==> src/rtl/alu_operand_stage_if.sv <==
// Issue, writeback and ALU-side handshake bundle for the operand-fetch stage.
// master = pipeline control / ALU side, slave = alu_operand_stage.
interface alu_operand_stage_if #(
  parameter int WIDTH = 8,
  parameter int AW    = 3
);
  logic             wr_en;
  logic [AW-1:0]    wr_addr;
  logic [WIDTH-1:0] wr_data;

  logic             in_valid;
  logic             in_ready;
  logic [2:0]       in_op;
  logic [AW-1:0]    in_rs1;
  logic [AW-1:0]    in_rs2;
  logic [WIDTH-1:0] in_imm;
  logic             in_use_imm;

  logic             out_valid;
  logic             out_ready;
  logic [WIDTH-1:0] out_a;
  logic [WIDTH-1:0] out_b;
  logic [2:0]       out_op;

  modport master (
    output wr_en, wr_addr, wr_data,
    output in_valid, in_op, in_rs1, in_rs2, in_imm, in_use_imm,
    input  in_ready,
    input  out_valid, out_a, out_b, out_op,
    output out_ready
  );

  modport slave (
    input  wr_en, wr_addr, wr_data,
    input  in_valid, in_op, in_rs1, in_rs2, in_imm, in_use_imm,
    output in_ready,
    output out_valid, out_a, out_b, out_op,
    input  out_ready
  );
endinterface

==> src/rtl/alu_operand_stage.sv <==
// Operand-fetch stage: register file with write bypass, immediate select, and a
// 2-entry (main + skid) output buffer so in_ready never depends on out_ready.
module alu_operand_stage #(
  parameter int WIDTH = 8,
  parameter int NREGS = 8,
  parameter int AW    = 3
) (
  input logic             clk,
  input logic             rst_n,
  alu_operand_stage_if.slave bus
);

  typedef enum logic [1:0] {
    ST_EMPTY = 2'd0,
    ST_ONE   = 2'd1,
    ST_FULL  = 2'd2
  } buf_state_e;

  buf_state_e       r_state;
  buf_state_e       w_state_nxt;

  logic [WIDTH-1:0] r_regs [NREGS];

  logic [WIDTH-1:0] r_main_a, r_main_b;
  logic [2:0]       r_main_op;
  logic [WIDTH-1:0] r_skid_a, r_skid_b;
  logic [2:0]       r_skid_op;

  logic [WIDTH-1:0] w_rs1_data, w_rs2_data;
  logic [WIDTH-1:0] w_new_a, w_new_b;
  logic             w_issue, w_fire;
  logic             w_load_main, w_load_skid, w_main_from_skid;

  // Handshake flags decode straight from the state register.
  assign bus.in_ready  = (r_state != ST_FULL);
  assign bus.out_valid = (r_state != ST_EMPTY);
  assign bus.out_a     = r_main_a;
  assign bus.out_b     = r_main_b;
  assign bus.out_op    = r_main_op;

  assign w_issue = bus.in_valid & bus.in_ready;
  assign w_fire  = bus.out_valid & bus.out_ready;

  // Register reads see a same-cycle writeback; r0 always reads zero.
  always_comb begin
    w_rs1_data = '0;
    w_rs2_data = '0;
    if (bus.in_rs1 != '0)
      w_rs1_data = (bus.wr_en && bus.wr_addr == bus.in_rs1) ? bus.wr_data
                                                            : r_regs[bus.in_rs1];
    if (bus.in_rs2 != '0)
      w_rs2_data = (bus.wr_en && bus.wr_addr == bus.in_rs2) ? bus.wr_data
                                                            : r_regs[bus.in_rs2];
  end

  assign w_new_a = w_rs1_data;
  assign w_new_b = bus.in_use_imm ? bus.in_imm : w_rs2_data;

  // NOTE: the register file is small and must read zero after reset, so it is
  // reset explicitly like any other flop rather than left uninitialised.
  always_ff @(posedge clk or negedge rst_n) begin
    if (!rst_n) begin
      for (int i = 0; i < NREGS; i++) r_regs[i] <= '0;
    end else if (bus.wr_en && bus.wr_addr != '0) begin
      r_regs[bus.wr_addr] <= bus.wr_data;
    end
  end

  // NOTE: sequential state uses non-blocking assignments only, so every flop
  // samples pre-edge values regardless of block ordering.
  always_ff @(posedge clk or negedge rst_n) begin
    if (!rst_n) r_state <= ST_EMPTY;
    else        r_state <= w_state_nxt;
  end

  // NOTE: all combinational outputs get defaults first so no latch is inferred.
  always_comb begin
    w_state_nxt      = r_state;
    w_load_main      = 1'b0;
    w_load_skid      = 1'b0;
    w_main_from_skid = 1'b0;
    case (r_state)
      ST_EMPTY: begin
        if (w_issue) begin
          w_state_nxt = ST_ONE;
          w_load_main = 1'b1;
        end
      end
      ST_ONE: begin
        if (w_issue && w_fire) begin
          w_load_main = 1'b1;
        end else if (w_issue) begin
          w_state_nxt = ST_FULL;
          w_load_skid = 1'b1;
        end else if (w_fire) begin
          w_state_nxt = ST_EMPTY;
        end
      end
      ST_FULL: begin
        if (w_fire) begin
          w_state_nxt      = ST_ONE;
          w_load_main      = 1'b1;
          w_main_from_skid = 1'b1;
        end
      end
      default: w_state_nxt = ST_EMPTY;
    endcase
  end

  always_ff @(posedge clk or negedge rst_n) begin
    if (!rst_n) begin
      r_main_a  <= '0;
      r_main_b  <= '0;
      r_main_op <= '0;
      r_skid_a  <= '0;
      r_skid_b  <= '0;
      r_skid_op <= '0;
    end else begin
      if (w_load_main) begin
        if (w_main_from_skid) begin
          r_main_a  <= r_skid_a;
          r_main_b  <= r_skid_b;
          r_main_op <= r_skid_op;
        end else begin
          r_main_a  <= w_new_a;
          r_main_b  <= w_new_b;
          r_main_op <= bus.in_op;
        end
      end
      if (w_load_skid) begin
        r_skid_a  <= w_new_a;
        r_skid_b  <= w_new_b;
        r_skid_op <= bus.in_op;
      end
    end
  end

endmodule

==> src/flat_wrapper.sv <==
// flat-port wrapper written by rule: the top's interface ports become plain ports
module alu_operand_stage_flat 
#(
  parameter int WIDTH = 8,
  parameter int NREGS = 8,
  parameter int AW    = 3
)
  (clk, rst_n, bus_wr_en, bus_wr_addr, bus_wr_data, bus_in_valid, bus_in_op, bus_in_rs1, bus_in_rs2, bus_in_imm, bus_in_use_imm, bus_in_ready, bus_out_valid, bus_out_a, bus_out_b, bus_out_op, bus_out_ready);
  alu_operand_stage_if #(.WIDTH(WIDTH), .AW(AW)) bus_i ();
  input logic clk;
  input logic rst_n;
  input wire logic [$bits(bus_i.wr_en)-1:0] bus_wr_en;
  input wire logic [$bits(bus_i.wr_addr)-1:0] bus_wr_addr;
  input wire logic [$bits(bus_i.wr_data)-1:0] bus_wr_data;
  input wire logic [$bits(bus_i.in_valid)-1:0] bus_in_valid;
  input wire logic [$bits(bus_i.in_op)-1:0] bus_in_op;
  input wire logic [$bits(bus_i.in_rs1)-1:0] bus_in_rs1;
  input wire logic [$bits(bus_i.in_rs2)-1:0] bus_in_rs2;
  input wire logic [$bits(bus_i.in_imm)-1:0] bus_in_imm;
  input wire logic [$bits(bus_i.in_use_imm)-1:0] bus_in_use_imm;
  output wire logic [$bits(bus_i.in_ready)-1:0] bus_in_ready;
  output wire logic [$bits(bus_i.out_valid)-1:0] bus_out_valid;
  output wire logic [$bits(bus_i.out_a)-1:0] bus_out_a;
  output wire logic [$bits(bus_i.out_b)-1:0] bus_out_b;
  output wire logic [$bits(bus_i.out_op)-1:0] bus_out_op;
  input wire logic [$bits(bus_i.out_ready)-1:0] bus_out_ready;
  assign bus_i.wr_en = bus_wr_en;
  assign bus_i.wr_addr = bus_wr_addr;
  assign bus_i.wr_data = bus_wr_data;
  assign bus_i.in_valid = bus_in_valid;
  assign bus_i.in_op = bus_in_op;
  assign bus_i.in_rs1 = bus_in_rs1;
  assign bus_i.in_rs2 = bus_in_rs2;
  assign bus_i.in_imm = bus_in_imm;
  assign bus_i.in_use_imm = bus_in_use_imm;
  assign bus_in_ready = bus_i.in_ready;
  assign bus_out_valid = bus_i.out_valid;
  assign bus_out_a = bus_i.out_a;
  assign bus_out_b = bus_i.out_b;
  assign bus_out_op = bus_i.out_op;
  assign bus_i.out_ready = bus_out_ready;
  alu_operand_stage #(.WIDTH(WIDTH), .NREGS(NREGS), .AW(AW)) u_core (.clk(clk), .rst_n(rst_n), .bus(bus_i));
endmodule
==> config.mk <==
export PLATFORM = sky130hd
export DESIGN_NAME = alu_operand_stage_flat
export DESIGN_NICKNAME = d
export VERILOG_FILES = /design/src/rtl/alu_operand_stage_if.sv /design/src/rtl/alu_operand_stage.sv /design/src/flat_wrapper.sv
export SDC_FILE = /design/constraint.sdc
export NUM_CORES = 1
export LEC_CHECK = 0
export CORE_MARGIN = 2
export CORE_UTILIZATION = 30
export CTS_CLUSTER_SIZE = 24
export DETAILED_ROUTE_END_ITERATION = 7
export PLACE_DENSITY = 0.47
export SYNTH_ARGS = -nofsm -noshare
export SYNTH_HDL_FRONTEND = slang
export SYNTH_SLANG_ARGS = --single-unit
==> constraint.sdc <==
create_clock -name clk -period 2.8 [get_ports clk]
set_clock_uncertainty 0.2 [all_clocks]
set_input_delay 0.84 -clock clk [delete_from_list [all_inputs] [get_ports clk]]
set_output_delay 0.84 -clock clk [all_outputs]
set_load 0.02 [all_outputs]
**Where the registers sit**

The bar under the picture is 50 um long. Other sequential cells in the stronger grey, the rest of the logic in the fainter grey.
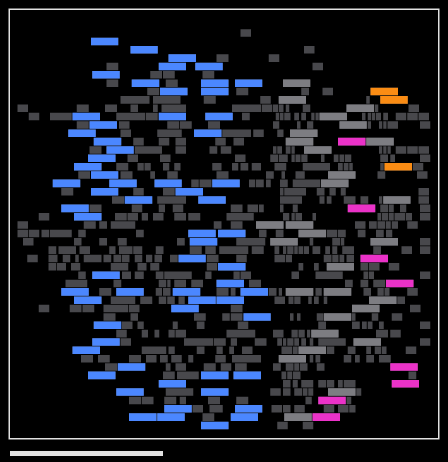
Key: u_core.bus.out_b = magenta [placed flops 8]; u_core.bus.out_op = orange [placed flops 3]; u_core.r_regs = blue [placed flops 64]
Another 29 sequential cells are not coloured.
Flop area: 2600 um2
Seq power: 2.17 mW
sequential share of cell area: 37.1%

**Clock routing**

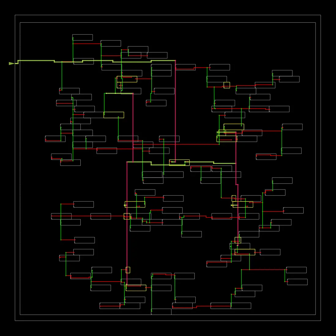
Inserted Clock Buffers: 9
flip-flops: 104
Insertion Delay late pin: 0.36 ns
Power Clock: 1.19 mW

==> impl_metrics.ini <==
; flow metrics
[setup_path]
worstSetupStartpoint = u_core.r_state[1]
r2r-end = u_core.r_skid_a[3]
crit_path_start_kind = flip-flop
crit_end = bus_out_valid
crit_chain = or2_2, clkdlybuf4s50_1
crit_path_top_delay_cell = clkdlybuf4s50_1
cp.arrival_ns = 1.64
crit_type = flip-flop to output port
worstReg2RegStart = u_core.r_regs[27]
worst_setup_path_end_kind = output port
path_max_fanout = 7

[min_path]
hold_class = flip-flop to flip-flop
min_to = u_core.r_regs[62]
worstHoldStart = u_core.r_regs[62]

[timing]
drv_slew = 0
rsz0062_at_grt = false
clock.fmax_ghz = 0.373
finalCritPeriodShare_pct = 95.9
slew_headroom_pct = 63.1
layout_min_cycle_time_ns = 2.68
setup-tns-final_ns = 0

[synthesis]
postSynth.asyncResetShare_pct = 100
topCellsByArea = dfrtp_1 47%, mux2_2 13%, mux2i_1 7.8%
ys_cells = 466
numSynthFlops = 104
synthCells = 466
yosysWarningCount = 0
top_cell = dfrtp_1
synth_cell_types = 40
netlist_top_cells_count = 104 x dfrtp_1, 63 x mux2_2, 43 x mux2i_1
floorplan.nets = 500

[clock_tree]
htreeDepth = 3
clockBufferDepth = 2
cts_sinks = 104
ctsHoldBuffers = 0
clk_pin_slew_ns = 0.07
post_cts_buffers = 0
cts_tree = yes
clock-root-buffer = clkbuf_16

[job]
max_cap_violations = 0
warning_count = 26

[route]
drtIter0Drc = 271
postRouteAntennaNets = 0
vias_per_cell = 5.18
vias = 4108
route.detailed.drc = 0
wirelength_mm = 15.8

[placed_design]
hpwl_mm = 11.6
gp_congestion = 0.831
place_ws_ns = -0.417

[power_and_ir_drop]
vdd_drop_max_mv = 0.323
p_total_mw = 4.84
pwr_density_cell_nw_per_um2 = 689

[die]
num_rows = 49
pin_count = 55
die_h_um = 139
die_width_um = 139
dieArea_um2 = 19400
fp.coreArea_um2 = 18000

[finish]
final_cells = 793
n_antenna_cell = 0
layout_top_cell = dfrtp_1
final_nets = 593
lay_top_cells = 104 x dfrtp_1, 70 x buf_4, 63 x mux2_2
area.combinational_um2 = 2680
area_growth_pct = 27.6
fillCellCount = 1774

[global_route]
grt_pass1_vias = 4137
grt.total_usage_pct = 16.8
grt_max_degree = 43
grt_antenna_before_repair = 0
grt_pass1_wl_mm = 25.1

[run_status]
status = finished, final reports clean
**Pin map**

Pins as bars across the die edge, other pins in grey.
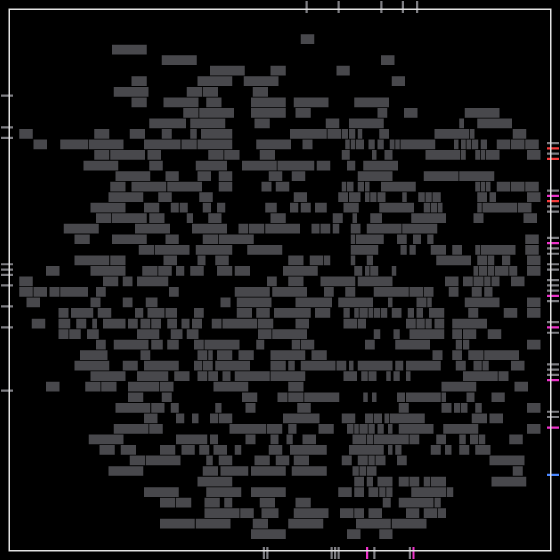
Key: bus_out_b = magenta [pins 8, direction output, edge 6 right, 2 bottom]; rst_n = blue [pins 1, direction input, edge right]; bus_in_op = red [pins 3, direction input, edge right]

worst max-delay path, delay by kind of cell, from the launching register on:
family | cells | cell delay, ns
buffers and inverters | 1 | 0.53
DFF | 1 | 0.45
and+or+nand+nor | 1 | 0.31
layout make-up:
| class | count | share of cell area (%) |
|---|---|---|
| clock buffer | 9 | 3.21 |
| clock inverter | 7 | 0.659 |
| multi-input combinational | 315 | 38.2 |
| sequential | 104 | 37.1 |
| tap | 229 | 4.08 |
| timing repair buffer | 129 | 16.8 |
logic make-up after synthesis:
kind of cell / share of synthesized area, %
DFF: 47.3
muxes: 27.9
AOI/OAI and AO/OA: 10.6
xor gates and xnor gates: 1.09
buffers and inverters: 4.34
and+or+nand+nor: 8.78
through the flow:
step | cell area (um2) | hold slack [ns]
floorplan | 5500 | 0.242
global placement | 6740 | 0.181
detailed placement | 6740 | 0.183
CTS | 7020 | 0.200
global route | 7020 | 0.214
finish | 7020 | 0.202
metal layers:
layer / wire length, um / track usage, % / up-vias
li1: - / - / 1930
met1: 7960 / 25.2 / 2086
met2: 7110 / 25.2 / 81
met3: 520 / 2.55 / 11
met4: 185 / 4.47 / 0
met5: 0 / 0 / -
where the power goes:
group	internal, mW	switching, mW	leakage (nW)
Sequential	1.90	0.269	1.27
Clock	0.602	0.593	0.128
Combinational	0.802	0.677	1.69
Total	3.30	1.54	3.09
registers in the layout, summed over array words and instances, names as in the netlist:
signal and flops:
u_core.bus.out_a 8, u_core.bus.out_b 8, u_core.bus.out_op 3, u_core.r_regs 64, u_core.r_skid_a 8, u_core.r_skid_b 8
u_core.r_skid_op 3, u_core.r_state 2
Power and IR drop assume default switching activity.
